==> src/rtl/pdp8_pkg.sv <==
// Shared PDP-8 definitions: CPU major states, device-00 IOT function codes
// and the interrupt-enable state encoding.
package pdp8_pkg;

    typedef enum logic [3:0] {
        ST_F0 = 4'd0,
        ST_F1 = 4'd1,
        ST_F2 = 4'd2,
        ST_F3 = 4'd3
    } cpu_state_t;

    typedef enum logic [2:0] {
        FN_SKON = 3'd0,
        FN_ION  = 3'd1,
        FN_IOF  = 3'd2,
        FN_SRQ  = 3'd3,
        FN_SINH = 3'd4,
        FN_CAF  = 3'd7
    } iot_fn_t;

    typedef enum logic [1:0] {
        IEN_OFF,
        IEN_ARM,
        IEN_DELAY,
        IEN_ON
    } ien_state_t;

endpackage

==> src/rtl/pdp8_intr_en.sv <==
// Delayed-ION interrupt-enable FSM plus the optional CIF inhibit flop
// (present only when PDP8_INTR_INHIBIT_EN is defined).
module pdp8_intr_en
    import pdp8_pkg::*;
(
    input  logic clk,
    input  logic reset_n,
    input  logic ion_cmd,
    input  logic iof_cmd,
    input  logic skon_cmd,
    input  logic caf_cmd,
    input  logic instr_done,
    input  logic int_ack,
    input  logic cif_exec,
    input  logic jmp_jms_done,
    output logic ion,
    output logic inhibit
);

    ien_state_t ien_state;
    ien_state_t ien_next;

    always_ff @(posedge clk or negedge reset_n) begin
        if (!reset_n) begin
            ien_state <= IEN_OFF;
        end else begin
            ien_state <= ien_next;
        end
    end

    // ARM survives the ION instruction's own instr_done only as far as DELAY,
    // so interrupts open after the instruction that follows ION.
    always_comb begin
        ien_next = ien_state;
        if (int_ack) begin
            ien_next = IEN_OFF;
        end else if (skon_cmd || iof_cmd || caf_cmd) begin
            ien_next = IEN_OFF;
        end else if (ion_cmd) begin
            if (ien_state != IEN_ON) begin
                ien_next = IEN_ARM;
            end
        end else if (instr_done) begin
            case (ien_state)
                IEN_ARM:   ien_next = IEN_DELAY;
                IEN_DELAY: ien_next = IEN_ON;
                default:   ien_next = ien_state;
            endcase
        end
    end

    assign ion = (ien_state == IEN_ON);

`ifdef PDP8_INTR_INHIBIT_EN
    always_ff @(posedge clk or negedge reset_n) begin
        if (!reset_n) begin
            inhibit <= 1'b0;
        end else if (jmp_jms_done) begin
            inhibit <= 1'b0;
        end else if (cif_exec) begin
            inhibit <= 1'b1;
        end
    end
`else
    logic unused_inhibit_ctl;
    assign unused_inhibit_ctl = cif_exec | jmp_jms_done;
    assign inhibit = 1'b0;
`endif

endmodule

==> src/rtl/pdp8_intr.sv <==
// Device-00 interrupt/IOT-response controller: merges peripheral responses and
// raises int_req. Optional CIF inhibit via macro PDP8_INTR_INHIBIT_EN.
module pdp8_intr
    import pdp8_pkg::*;
#(
    parameter int          NDEV     = 8,
    parameter logic [5:0]  DEV_CODE = 6'o00
) (
    input  logic            clk,
    input  logic            reset_n,
    input  logic            iot,
    input  logic [3:0]      state,
    input  logic [11:0]     mb,
    input  logic [5:0]      io_select,
    input  logic [NDEV-1:0] dev_selected,
    input  logic [NDEV-1:0] dev_skip,
    input  logic [NDEV-1:0] dev_interrupt,
    input  logic            instr_done,
    input  logic            int_ack,
    input  logic            cif_exec,
    input  logic            jmp_jms_done,
    output logic            io_selected,
    output logic            io_skip,
    output logic            int_req,
    output logic            ion,
    output logic            io_clear_all
);

    logic       own_sel;
    logic       own_skip;
    logic       any_int;
    logic       inhibit;
    logic [2:0] fn;
    logic       ion_cmd;
    logic       iof_cmd;
    logic       skon_cmd;
    logic       caf_cmd;
    logic       unused_mb;

    assign fn        = mb[2:0];
    assign unused_mb = ^mb[11:3];
    assign any_int   = |dev_interrupt;
    assign own_sel   = (state == ST_F1) && iot && (io_select == DEV_CODE);

    assign skon_cmd = own_sel && (fn == FN_SKON);
    assign ion_cmd  = own_sel && (fn == FN_ION);
    assign iof_cmd  = own_sel && (fn == FN_IOF);
    assign caf_cmd  = own_sel && (fn == FN_CAF);

    // SKON tests the enable state before this edge's SKON turns it off.
    always_comb begin
        own_skip = 1'b0;
        if (own_sel) begin
            case (fn)
                FN_SKON: own_skip = ion;
                FN_SRQ:  own_skip = any_int;
`ifdef PDP8_INTR_INHIBIT_EN
                FN_SINH: own_skip = inhibit;
`endif
                default: own_skip = 1'b0;
            endcase
        end
    end

    assign io_selected = (|dev_selected) | own_sel;
    assign io_skip     = (|dev_skip) | own_skip;

    pdp8_intr_en u_en (
        .clk          (clk),
        .reset_n      (reset_n),
        .ion_cmd      (ion_cmd),
        .iof_cmd      (iof_cmd),
        .skon_cmd     (skon_cmd),
        .caf_cmd      (caf_cmd),
        .instr_done   (instr_done),
        .int_ack      (int_ack),
        .cif_exec     (cif_exec),
        .jmp_jms_done (jmp_jms_done),
        .ion          (ion),
        .inhibit      (inhibit)
    );

    // dev_interrupt is sampled, not latched: a request dropped early is lost.
    always_ff @(posedge clk or negedge reset_n) begin
        if (!reset_n) begin
            int_req      <= 1'b0;
            io_clear_all <= 1'b0;
        end else begin
            int_req      <= ion && any_int && !inhibit && !int_ack;
            io_clear_all <= caf_cmd;
        end
    end

endmodule

==> config.mk <==
export PLATFORM = sky130hd
export DESIGN_NAME = pdp8_intr
export DESIGN_NICKNAME = d
export VERILOG_FILES = /design/src/rtl/pdp8_pkg.sv /design/src/rtl/pdp8_intr_en.sv /design/src/rtl/pdp8_intr.sv
export SDC_FILE = /design/constraint.sdc
export NUM_CORES = 1
export LEC_CHECK = 0
export ABC_AREA = 0
export CAP_MARGIN = 20
export CORE_MARGIN = 4
export CORE_UTILIZATION = 21
export CTS_CLUSTER_SIZE = 30
export DETAILED_ROUTE_END_ITERATION = 16
export GPL_TIMING_DRIVEN = 0
export PLACE_DENSITY = 0.84
export SLEW_MARGIN = 40
export SYNTH_ARGS = -nofsm -noshare
export SYNTH_HDL_FRONTEND = slang
export SYNTH_HIERARCHICAL = 1
export SYNTH_SLANG_ARGS = --single-unit
==> constraint.sdc <==
create_clock -name clk -period 2.2 [get_ports clk]
set_input_delay 0.55 -clock clk [delete_from_list [all_inputs] [get_ports clk]]
set_output_delay 0.55 -clock clk [all_outputs]
set_load 0.05 [all_outputs]
==> run_1/m3.png <==
Scale: 6 px per um.
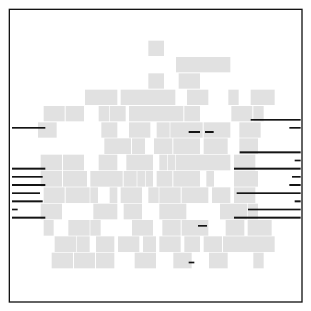
nets with wire on the layer	21
share of all routed wire	6.2%
wire length on this layer	105 um
longest straight run	10.8 um
global-route track usage on met3: 1.84%
total vias in the final route: 525
final wirelength: 1680 um

==> run_1/placed.png <==
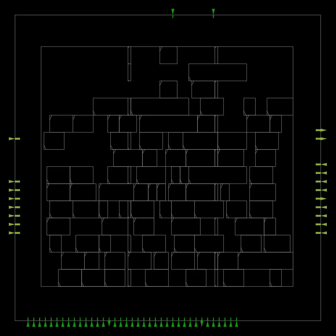
post-route core utilization: 58.0%
count of placed standard cells in the final layout, fillers left out: 104

==> flow_metrics.tcl, run 1 <==
# collected from the flow reports
set metrics [dict create \
    timing.critical_path.slowest_stage_cell "nor4_2" \
    path_clk_slew_ps 40 \
    combGateArea_um2 284 \
    synth_async_sr_flop_share_pct 100 \
    top_cells_by_count "nor4_1 (5), dfrtp_1 (4), nor2_1 (3), nor4b_1 (3), or4_1 (3)" \
    fp_util_pct 22.7 \
    syn_avg_cell_area_um2 9.09 \
    antenna_cells_inserted 0 \
    grtUsageTotal_pct 14.3 \
    clock_latency_ps 230 \
    tritoncts "built" \
    crit_path_cell_trace "dlygate4sd2_1, nor4_2, nand3_2, a22oi_2, buf_6" \
    fillCellCount 145 \
    worstPathArrival_ps 1730 \
    violations_in_the_final_reports "setup timing" \
    grt_pass1_vias 582 \
    run_status "finished with violations" \
    peakVddDrop_mv 0.131 \
    crit_path_end_kind "output port" \
    drt_iter0_markers 2 \
    postSynth.topFlopCell "dfrtp_1" \
    synth.lib_cells_used.distinct 23 \
    area_growth_syn_to_layout_pct 156 \
    max-clock-path-buffers 2 \
    ys_area_um2 345 \
    finalSetupViolations 1 \
    synth.top_cell.area_share_pct 29.0 \
    final_critical_path_setup_slack_ps -76.9 \
    core.rowCount 14 \
    element_type_at_the_critical_path_start "input port" \
    power.density_cell_area_nw_per_um2 283 \
    grt_start_max_net_pins 7 \
    synth.cell_area_um2 345 \
]
==> run_1/port_trees.png <==
Scale: 10 px per um.
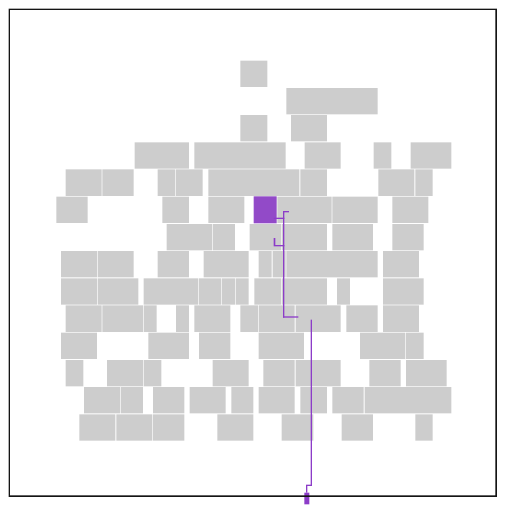
port	colour	bits	direction	end cells	buffers	wire
ion	purple	1	output	1	1	32.5 um
count of pins on the block boundary: 58
count of input and output buffers: 46

-- run 1: cells by family (layout without fill, tap and decap cells) --
group           count (synthesis)  after routing  synth area share [%]
compound gates                  6              6                  14.9
other cells                     1              1                  1.09
flops                           4              4                  29.0
simple gates                   23             23                  46.4
buf+inv                         3             53                  4.35
mux                             1              1                  4.35
-- run 1: cells in the final DEF (no fill, tap or decap), types with 2 or more instances in the layout --
| cell | netlist | routed |
|---|---|---|
| clkdlybuf4s50_1 | 0 | 15 |
| dlygate4sd2_1 | 0 | 12 |
| clkdlybuf4s15_1 | 0 | 7 |
| buf_2 | 0 | 5 |
| nor4_1 | 5 | 4 |
| or4_4 | 1 | 4 |
| dlymetal6s2s_1 | 0 | 4 |
| dfrtp_1 | 4 | 4 |
| nor2_1 | 3 | 3 |
| clkbuf_4 | 0 | 3 |
| buf_6 | 0 | 3 |
| inv_1 | 2 | 2 |
| nor4_2 | 1 | 2 |
| nor3b_2 | 1 | 2 |
| nor4b_1 | 3 | 2 |
| buf_4 | 1 | 2 |
-- run 1: metal layers --
layer  up-vias  track usage (%)
met1       245             13.4
met4         0             9.42
li1        253                -
met2        23             28.0
met5         -                0
met3         4             1.84
-- run 1: per-stage QoR --
step,instance area [um^2],setup slack (ps)
6_report,883,-76.9
4_1_cts,870,-67.7
3_3_place_gp,831,-928
2_1_floorplan,350,71.2
3_5_place_dp,831,-966
5_1_grt,883,-133
-- run 1: timing repair --
item | CTS | global route
gates resized | 68 | 5
pin swaps | 11 | 4
setup endpoints to repair | 2 | 3
setup buffers | 1 | 0
gates cloned | 0 | 0
-- run 1: power by group --
| group | internal, uW | leakage [uW] | switching, uW | total (uW) |
|---|---|---|---|---|
| registers | 74.0 | 0.0000559 | 0.00264 | 74.0 |
| logic | 58.0 | 0.000329 | 26.3 | 84.3 |
| clock network | 61.1 | 0.0000138 | 30.6 | 91.7 |
-- run 1: layout make-up --
| class | instances | area share (%) |
|---|---|---|
| Timing Repair Buffer | 47 | 50.0 |
| Multi-Input combinational cell | 31 | 32.2 |
| Buffer | 1 | 0.850 |
| Sequential cell | 4 | 11.3 |
| Clock buffer | 3 | 2.55 |
| Tap cell | 16 | 2.27 |
| Inverter | 2 | 0.850 |
-- run 1: registers in the layout, indices dropped and copies added (netlist names) --
signal          count
int_req             1
io_clear_all        1
u_en/ien_state      2
-- run 1: worst max-delay path: cells and delay by family --
kind	cells	cell delay, ps
AOI/OAI and AO/OA	1	240
and+or+nand+nor	2	510
buffers and inverters	2	430
-- run 1: worst paths after layout --
kind	start	endpoint	slack, ps
max	state[2]	io_skip	-80
min in group clk	u_en/ien_state[0]$_DFFE_PN0P_	u_en/ien_state[0]$_DFFE_PN0P_	660
max in group asynchronous	reset_n	u_en/ien_state[1]$_DFFE_PN0P_	1500
min reg2reg	u_en/ien_state[0]$_DFFE_PN0P_	u_en/ien_state[0]$_DFFE_PN0P_	660
max reg2reg	u_en/ien_state[1]$_DFFE_PN0P_	int_req$_DFF_PN0_	1220
min	reset_n	u_en/ien_state[0]$_DFFE_PN0P_	520
==> run 1 -> run 2 <==
Settings changed: CAP_MARGIN 20 to unset.
==> run 2 against run 1 <==
Effect of this change:
- the flow still finishes with violations (setup timing)
- final cell count stayed put
- utilization unchanged
- worst setup slack did not move
- die area did not move
- sequential cell count unchanged
- critical path depth stayed put
- register-to-register slack barely moved
- combinational power about the same
- final area unchanged
- clock power about the same
- total power is the same
- maximum frequency did not move
- largest cell class unchanged
==> flow_metrics.tcl, run 2 <==
# collected from the flow reports
set metrics [dict create \
    grt_start_max_net_pins 7 \
    finalSetupViolations 1 \
    fp_util_pct 22.7 \
    path_clk_slew_ps 40 \
    port-buffer-count 46 \
    grt_pass1_vias 582 \
    synth_async_sr_flop_share_pct 100 \
    crit_path_cell_trace "dlygate4sd2_1, nor4_2, nand3_2, a22oi_2, buf_6" \
    run_status "finished with violations" \
    io-pin-count 58 \
    max-clock-path-buffers 2 \
    final_cell_mix "clkdlybuf4s50_1 (15), dlygate4sd2_1 (12), clkdlybuf4s15_1 (7), buf_2 (5)" \
    worst_r2r_endpoint "int_req$_DFF_PN0_" \
    route.vias.total 525 \
    top_cells_by_count "nor4_1 (5), dfrtp_1 (4), nor2_1 (3), nor4b_1 (3), or4_1 (3)" \
    dpl_cell_area_um2 831 \
    synth.cell_area_um2 345 \
    peakVddDrop_mv 0.131 \
    synth.lib_cells_used.distinct 23 \
    postSynth.topFlopCell "dfrtp_1" \
    syn_avg_cell_area_um2 9.09 \
    final_critical_path_setup_slack_ps -76.9 \
    worstReg2RegStart "u_en/ien_state[1]$_DFFE_PN0P_" \
    antenna_cells_inserted 0 \
    violations_in_the_final_reports "setup timing" \
    tritoncts "built" \
    registers.top_by_ff_count "u_en/ien_state" \
]
run 2: cell counts in the layout (fill, tap and decap cells not counted):
No cell type changed its count.
run 2: timing repair:
| action | in CTS | in global routing |
|---|---|---|
| setup endpoints to repair | 2 | 3 |
| cloned | 0 | 0 |
| buffers inserted | 1 | 0 |
| resized | 68 | 5 |
| pin swaps | 11 | 4 |
run 2: area by class of cell:
cell class | instances | area, um^2 | share of cell area (%)
timing repair buffer | 47 | 442 | 50.0
inverter | 2 | 7.51 | 0.850
tap | 16 | 20.0 | 2.27
sequential | 4 | 100 | 11.3
multi-input combinational | 31 | 284 | 32.2
clock buffer | 3 | 22.5 | 2.55
buffer | 1 | 7.51 | 0.850
run 2: cells by family after synthesis:
| group | Yosys count | synth area share, % |
|---|---|---|
| AOI/OAI and AO/OA | 6 | 14.9 |
| buffers and inverters | 3 | 4.35 |
| DFF | 4 | 29.0 |
| muxes | 1 | 4.35 |
| other | 1 | 1.09 |
| and+or+nand+nor | 23 | 46.4 |
run 2: report_power, final:
part           switching (uW)  internal, uW
Clock                    30.6          61.1
Combinational            26.3          58.0
Sequential            0.00264          74.0
Total                    56.9           193
run 2: worst max path at each step:
stage | end | slack [ps] | cells past startpoint
final | io_skip | -80 | 5
after global routing | io_skip | -130 | 5
after CTS | io_skip | -70 | 5
after detailed placement | io_skip | -970 | 5
after global placement | io_skip | -930 | 5
after floorplan | io_skip | 70 | 3
run 2: metrics by stage:
stage	cells	util (%)	setup slack, ps	TNS [ps]	power (uW)
6_report	104	58.0	-76.9	-76.9	250
4_1_cts	104	57.1	-67.7	-67.7	254
3_5_place_dp	100	54.5	-966	-2070	167
3_3_place_gp	100	54.5	-928	-1960	164
5_1_grt	104	58.0	-133	-133	270
2_1_floorplan	38	-	71.2	0	87.2
run 2: metal layers:
metal	wire length, um	up-vias	track usage [%]
met5	0	-	0
met4	37	0	9.42
met3	104	4	1.84
met1	539	245	13.4
li1	-	253	-
met2	1000	23	28.0
==> run_2/layers.png <==
Scale: 8 px per um. Only two layers are drawn.
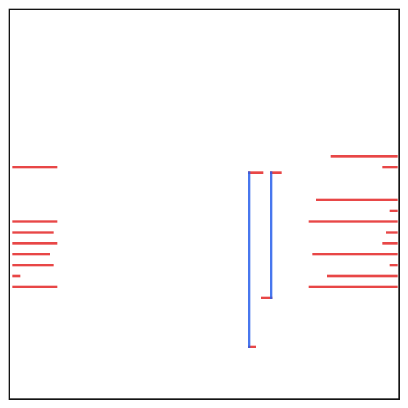
layer	colour	wire length
M3	red	105 um
M4	blue	37.4 um
WL per Instance: 16.2 um
global-route usage over all layers: 14.3%

==> run_2/placed.png <==
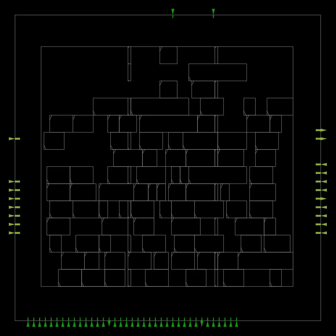
flip-flops: 4
total number of placement rows: 14

==> run_2/route_heat.png <==
Scale: 8 px per um. The die is cut into 10 by 10 equal tiles; dark blue is low, red is high, scaled to the fullest tile. Values are wire area over tile area, all layers added.
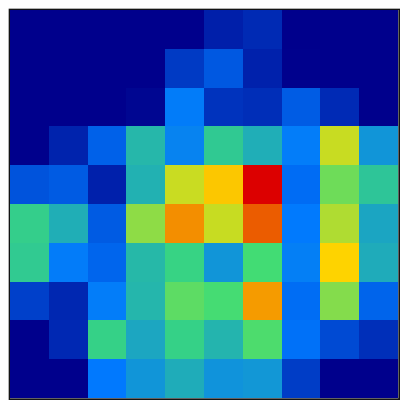
fullest tile	0.43
mean over tiles	0.11
tiles over half the peak	17%
densest ninth of the die	centre

==> run 2 -> run 3 <==
Settings changed: RECOVER_POWER set to 50.
Clock period 2.2 ns to 2.5 ns, I/O delays scaled along.
==> run 3 against run 2 <==
Effect of this change:
- non-clock buffer count is the same
- worst hold slack improved by 130 ps
- sequential power shrank 12%
- the run now ends clean
- sequential share of layout area is 0.34 points lower
- worst setup slack better by 100 ps
- largest power group is now combinational cells
- clock-buffer cell count stayed put
- via count up 2.7%
- global-route usage decreased by 1.1 points
- register-to-register slack better by 270 ps
==> flow_metrics.tcl, run 3 <==
# collected from the flow reports
set metrics [dict create \
    run_status "complete, no violations" \
    worst_setup_skew_after_layout_ps 2.27 \
    cap_viol_max_count 0 \
    max-clock-path-buffers 2 \
    io-pin-count 58 \
    antenna_cells_inserted 0 \
    yosys-stat-cells 38 \
    core.rowCount 14 \
    finalSetupViolations 0 \
    final_cell_mix "clkdlybuf4s50_1 (19), dlygate4sd2_1 (9), clkdlybuf4s15_1 (5), dlymetal6s2s_1 (5)" \
    die_y_um 48.6 \
    top_cells_by_count "nor4_1 (5), dfrtp_1 (4), nor2_1 (3), nor4b_1 (3), or4_1 (3)" \
    pre_cts_slack_ps -816 \
    synth_async_sr_flop_share_pct 100 \
    synth.lib_cells_used.distinct 23 \
    postSynth.topFlopCell "dfrtp_1" \
    grt_pass1_vias 563 \
    grt_start_max_net_pins 7 \
    path_clk_slew_ps 40 \
    fin_setup_tns_ps 0 \
    synth.cell_area_um2 345 \
    syn_avg_cell_area_um2 9.09 \
    port-buffer-count 46 \
    final_util_pct 59.8 \
    final_critical_path_setup_slack_ps 22.9 \
    count_of_h_tree_levels_built_during_cts 1 \
    place.detailed.hpwl_um 1410 \
    registers.top_by_ff_count "u_en/ien_state" \
    peakVddDrop_mv 0.111 \
]
==> run 3: cell counts after synthesis <==
Identical to the previous run, type by type.
==> run 3: worst paths after layout <==
kind,from,endpoint,slack (ps),cells past startpoint
min in group asynchronous,reset_n,u_en/ien_state[0]$_DFFE_PN0P_,670,1
max reg2reg,u_en/ien_state[1]$_DFFE_PN0P_,int_req$_DFF_PN0_,1490,2
min,u_en/ien_state[0]$_DFFE_PN0P_,u_en/ien_state[0]$_DFFE_PN0P_,660,2
max,iot,io_skip,20,5
min reg2reg,u_en/ien_state[0]$_DFFE_PN0P_,u_en/ien_state[0]$_DFFE_PN0P_,660,2
max in group asynchronous,reset_n,u_en/ien_state[1]$_DFFE_PN0P_,1660,1
==> run 3: kinds of logic after synthesis <==
logic type             count (synthesis)  synth area share (%)
and+or+nand+nor                       23                  46.4
muxes                                  1                  4.35
other                                  1                  1.09
DFF                                    4                  29.0
AOI/OAI and AO/OA                      6                  14.9
buffers and inverters                  3                  4.35
==> run 3: final cells by class <==
type	instances	area (um^2)
sequential	4	100
buffer	1	7.51
multi-input combinational	31	307
clock buffer	3	22.5
tap	16	20.0
fill	134	613
inverter	2	7.51
timing repair buffer	47	447
==> run 3: critical path, stage by stage <==
cell             delay, ps
clkdlybuf4s50_1        470
nor4b_4                230
nand3_2                150
a22oi_2                200
buf_6                  180
==> run 3: what timing repair did <==
item                                    CTS  global route
pin swaps                                10             9
endpoints found under the setup margin    2             2
gates resized                            43            20
setup buffers                             1             0
==> run 3: metal layers <==
metal | part of all wire [%] | global-route usage [%]
met1 | 33 | 12.8
met2 | 59 | 25.0
met3 | 6.3 | 1.84
met4 | 1.6 | 8.97
met5 | 0 | 0
==> run 3: report_power, final <==
group          switching (uW)  total [uW]  internal, uW
clock network            25.6        79.3          53.7
logic                    25.4        80.0          54.5
registers             0.00233        65.1          65.1
==> run 3: stage by stage <==
stage | hold WS, ps | power [uW] | cells | cell area, um^2
CTS | 594 | 225 | 104 | 870
finish | 657 | 224 | 104 | 911
global route | 657 | 242 | 104 | 911
global placement | 628 | 144 | 100 | 831
detailed placement | 647 | 147 | 100 | 831
floorplan | 329 | 76.7 | 38 | 350
==> run_3/placed.png <==
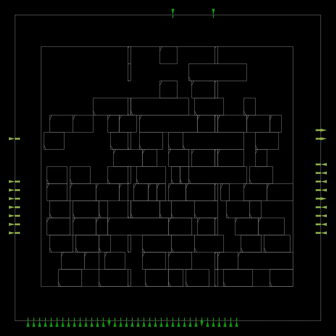
Placeable Area: 1520 um^2
fraction of standard cell area that is sequential: 11.0%

==> run_3/route_heat.png <==
Scale: 8 px per um. The die is cut into 10 by 10 equal tiles; dark blue is low, red is high, scaled to the fullest tile. Values are wire area over tile area, all layers added.
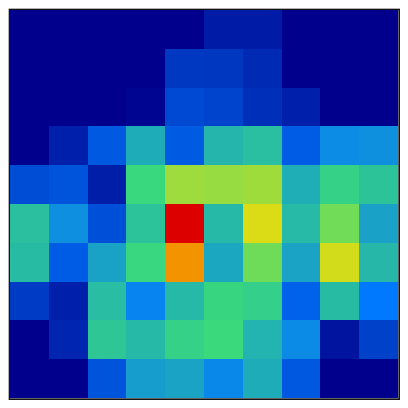
nearly empty tiles	27%
mean over tiles	0.12
densest ninth of the die	centre
emptiest ninth of the die	upper left
tiles over half the peak	9.0%
final wirelength: 1700 um
global-route usage over all layers: 13.2%
WL per Instance: 16.4 um
total vias in the final route: 539

==> run_3/port_trees.png <==
Scale: 10 px per um.
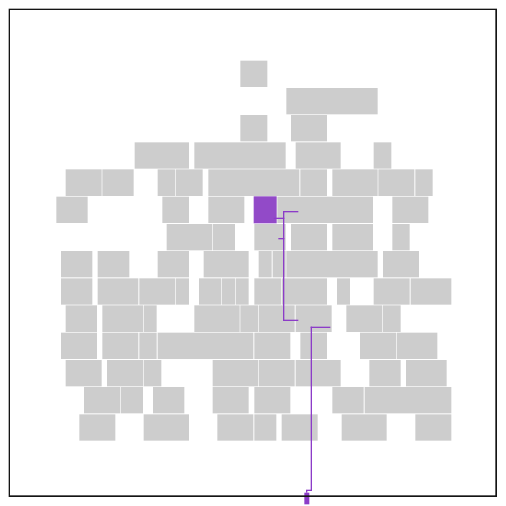
port	colour	bits	direction	end cells	buffers	wire
ion	purple	1	output	1	1	33.8 um

Power and IR drop assume default switching activity.
